[src/rtl/pipe_stage_reg.sv]
// Elastic pipeline stage register: packed payload, valid/ready handshake,
// synchronous flush to a bubble value, optional two-slot skid buffer that
// makes in_ready_o a flop output.
module pipe_stage_reg #(
  parameter int unsigned       DATA_W      = 32,
  parameter logic [DATA_W-1:0] BUBBLE_DATA = '0,
  parameter bit                SKID        = 1'b1
) (
  input  logic              clk,
  input  logic              rst,
  input  logic              flush_i,
  input  logic              in_valid_i,
  output logic              in_ready_o,
  input  logic [DATA_W-1:0] in_data_i,
  output logic              out_valid_o,
  input  logic              out_ready_i,
  output logic [DATA_W-1:0] out_data_o,
  output logic [1:0]        occupancy_o
);

  // State encoding doubles as the occupancy count.
  typedef enum logic [1:0] {
    ST_EMPTY = 2'd0,
    ST_ONE   = 2'd1,
    ST_FULL  = 2'd2
  } state_e;

  generate
    if (SKID) begin : g_skid
      state_e            state_q, state_d;
      logic [DATA_W-1:0] main_q, main_d;
      logic [DATA_W-1:0] skid_q, skid_d;
      logic              in_ready_q;
      logic              in_fire;
      logic              out_fire;

      assign in_fire  = in_valid_i & in_ready_q;
      assign out_fire = (state_q != ST_EMPTY) & out_ready_i;

      // Next-state and slot data; flush overrides every handshake.
      always_comb begin
        state_d = state_q;
        main_d  = main_q;
        skid_d  = skid_q;
        if (flush_i) begin
          state_d = ST_EMPTY;
          main_d  = BUBBLE_DATA;
        end else begin
          case (state_q)
            ST_EMPTY: begin
              if (in_fire) begin
                main_d  = in_data_i;
                state_d = ST_ONE;
              end
            end
            ST_ONE: begin
              if (in_fire && out_fire) begin
                main_d = in_data_i;
              end else if (in_fire) begin
                skid_d  = in_data_i;
                state_d = ST_FULL;
              end else if (out_fire) begin
                state_d = ST_EMPTY;
              end
            end
            ST_FULL: begin
              // in_ready is low here, so only the drain path can move.
              if (out_fire) begin
                main_d  = skid_q;
                state_d = ST_ONE;
              end
            end
            default: state_d = ST_EMPTY;
          endcase
        end
      end

      // State, slots and the registered upstream ready.
      always_ff @(posedge clk or posedge rst) begin
        if (rst) begin
          state_q    <= ST_EMPTY;
          main_q     <= BUBBLE_DATA;
          skid_q     <= BUBBLE_DATA;
          in_ready_q <= 1'b1;
        end else begin
          state_q    <= state_d;
          main_q     <= main_d;
          skid_q     <= skid_d;
          in_ready_q <= (state_d != ST_FULL);
        end
      end

      assign in_ready_o  = in_ready_q;
      assign out_valid_o = (state_q != ST_EMPTY);
      assign out_data_o  = main_q;
      assign occupancy_o = state_q;
    end else begin : g_noskid
      logic              valid_q, valid_d;
      logic [DATA_W-1:0] main_q, main_d;
      logic              in_ready;
      logic              in_fire;
      logic              out_fire;

      assign in_ready = ~valid_q | out_ready_i;
      assign in_fire  = in_valid_i & in_ready;
      assign out_fire = valid_q & out_ready_i;

      // Single-slot next state; flush overrides every handshake.
      always_comb begin
        valid_d = valid_q;
        main_d  = main_q;
        if (flush_i) begin
          valid_d = 1'b0;
          main_d  = BUBBLE_DATA;
        end else if (in_fire) begin
          valid_d = 1'b1;
          main_d  = in_data_i;
        end else if (out_fire) begin
          valid_d = 1'b0;
        end
      end

      // Main slot register.
      always_ff @(posedge clk or posedge rst) begin
        if (rst) begin
          valid_q <= 1'b0;
          main_q  <= BUBBLE_DATA;
        end else begin
          valid_q <= valid_d;
          main_q  <= main_d;
        end
      end

      assign in_ready_o  = in_ready;
      assign out_valid_o = valid_q;
      assign out_data_o  = main_q;
      assign occupancy_o = {1'b0, valid_q};
    end
  endgenerate

endmodule

[config.mk]
export PLATFORM = sky130hd
export DESIGN_NAME = pipe_stage_reg
export DESIGN_NICKNAME = d
export VERILOG_FILES = /design/src/rtl/pipe_stage_reg.sv
export SDC_FILE = /design/constraint.sdc
export NUM_CORES = 1
export LEC_CHECK = 0
export CAP_MARGIN = 10
export CORE_ASPECT_RATIO = 1.1
export CORE_UTILIZATION = 50
export CTS_BUF_LIST = sky130_fd_sc_hd__clkbuf_4 sky130_fd_sc_hd__clkbuf_8 sky130_fd_sc_hd__clkbuf_16
export DETAILED_ROUTE_END_ITERATION = 10
export GPL_ROUTABILITY_DRIVEN = 1
export PLACE_DENSITY_LB_ADDON = 0.12
export SLEW_MARGIN = 5
export SYNTH_ARGS = -nofsm -noshare
export SYNTH_HDL_FRONTEND = slang
export SYNTH_SLANG_ARGS = --single-unit
[constraint.sdc]
create_clock -name clk -period 2.2 [get_ports clk]
set_input_delay 0.22 -clock clk [delete_from_list [all_inputs] [get_ports clk]]
set_output_delay 0.22 -clock clk [all_outputs]
set_load 0.005 [all_outputs]
layer_met1.png
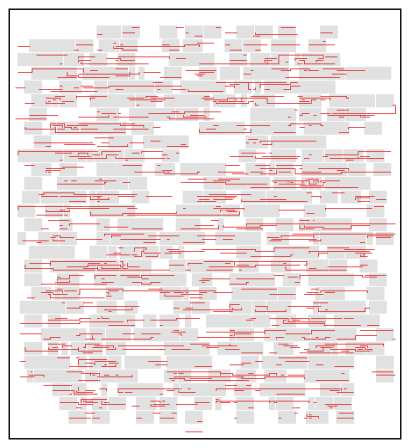
- main direction: horizontal
- wire length on this layer: 2740 µm

layer_met2.png
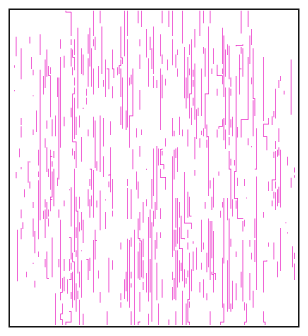
- main direction: vertical
- wire length on this layer: 2770 µm

layer_met3.png
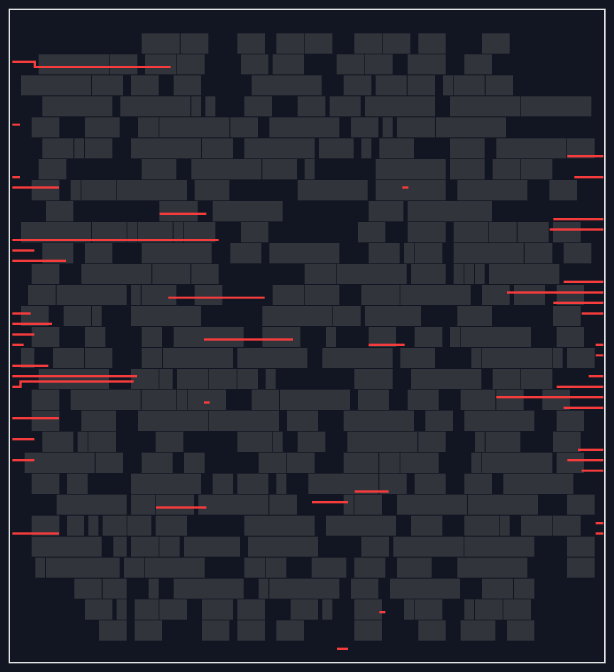
- main direction: horizontal
- share of all routed wire: 4.5%
- nets with wire on the layer: 40
- wire length on this layer: 262 µm

congestion.png
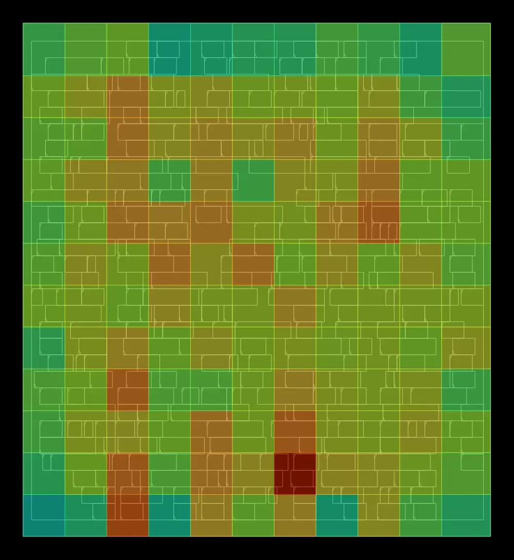
Tot GR Track Use: 0.199
fin util: 0.698
wire per inst: 15.3 µm
global-route met3 utilization: 0.0489
GR peak layer: met2

flops_by_reg.png
Scale bar: 20 µm. Other sequential cells in the stronger gray, the rest of the logic in the fainter gray.
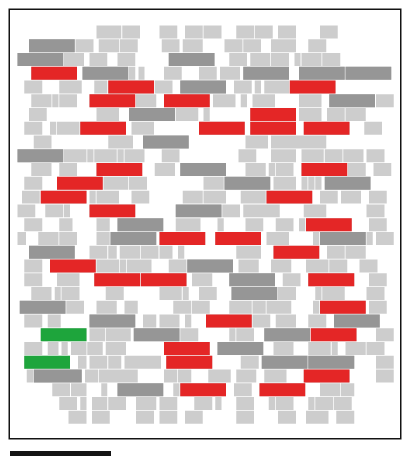
- out_data_o: red (placed flops 32; where all over the die)
- occupancy_o: green (placed flops 2)

==> changes_impl.md <==
### Implementation results

* CTS sink cnt at 67
* Pwr dens at 809 nW/µm²
* Count of plain and timing-repair buffers at 81
* CP Capture Type: primary output
* Internal power at 2.51 mW
* Final setup margin at 0.402 ns
* XOR Share, Synth at 0
* Part of the power in registers at 0.478
* Worst Setup EP: out_valid_o
* Slew @ Worst Pin at 0.533 ns
* Layout cell share with drive strength beyond 1 at 0.302
* Antenna violations before repair at 0
* Dominant comb cell: multiplexers
* Critical R2R Launch: in_ready_o
* # diodes at 0
* Setup violations, final at 0
* DP Area at 3890 µm²
* Synth async-reset ratio at 1.00
* I/O pin count at 73
* Min Hold Slack at 0.231 ns
* Yosys warns at 0
* HP Class: in -> async
* Invs w/o clock at 2
* Register area at 1680 µm²
* Status: finished clean
* Max H-tree Level at 3
* Grt met1 use at 0.264
* Clock Pin Slew Worst Setup and Hold Paths at 0.07 ns
* Most used logic cell in the final layout: clkdlybuf4s50_1
* Total core area at 5880 µm²
* R2R depth at 5
* Vias in the first global route at 2083
* Largest class: registers
* Highest metal used: met4
* Psw at 0.810 mW
* Crit path DRT at 1.98 ns
* Mi-comb count at 142
* Fmax at 556 MHz
* Simple share at 0.0581
* Nets at Floorplan at 265
* Area share of buffers outside the clock network at 0.197
* Post-route DRC at 0
* Leakage at 1.94 nW
* Congestion Overflow GR at 0
* Setup TNS Final at 0 ns
* Most frequent cell after synthesis: dfrtp_1
* ClkCell Share at 0.0525
* Std-Cell Rows at 29
* Mux area share at 0.223
* Num CTS Buffers at 9
* Max cap viols at 0
* Synth-to-Final Area Change at 32.4%
* Vias at 2045
* Levels on crit path at 2
* Top Layout Cells: clkdlybuf4s50_1, dfrtp_1, mux2i_1, nor2_1, mux2_2
* CP peak stage delay at 0.48 ns
* Startpoint Class: flop
* Number of warnings in the stage logs at 26
* Seq group at 1.59 mW
* Seq/total area at 0.409
* Detail Route Antenna Nets at 0
* M1 WL at 2740 µm
* Reg-to-Reg End: out_data_o[12]
* Placer Congestion at 0.726
* Combinational share of power at 0.196
* Top pwr grp: registers
* Logic share of the area at 0.316
* Pins Over Slew Limit at 0
* Adder Area Share at 0
* First-pass GRT wire length at 9930 µm
* Combinational gate area at 1300 µm²
* Flip-flops at 67
* Drt via density at 5.31
* Post-CTS Repair Setup Buffers at 0
* VDD IR-drop max at 0.470 mV
* Met3 Routed Length at 262 µm
* Ys flop type: dfrtp_1
* FP Util at 0.527
* DRT iter0 DRCs at 58
* Number of well taps at 77
* Yosys cell types at 23
* Final wirelength at 5890 µm
* Placed Cells at 369
* Part of the power in the clock network at 0.326
* Final Non-Filler Cells at 385
* Die area at 6520 µm²
Power is estimated from default activity; no workload was simulated.
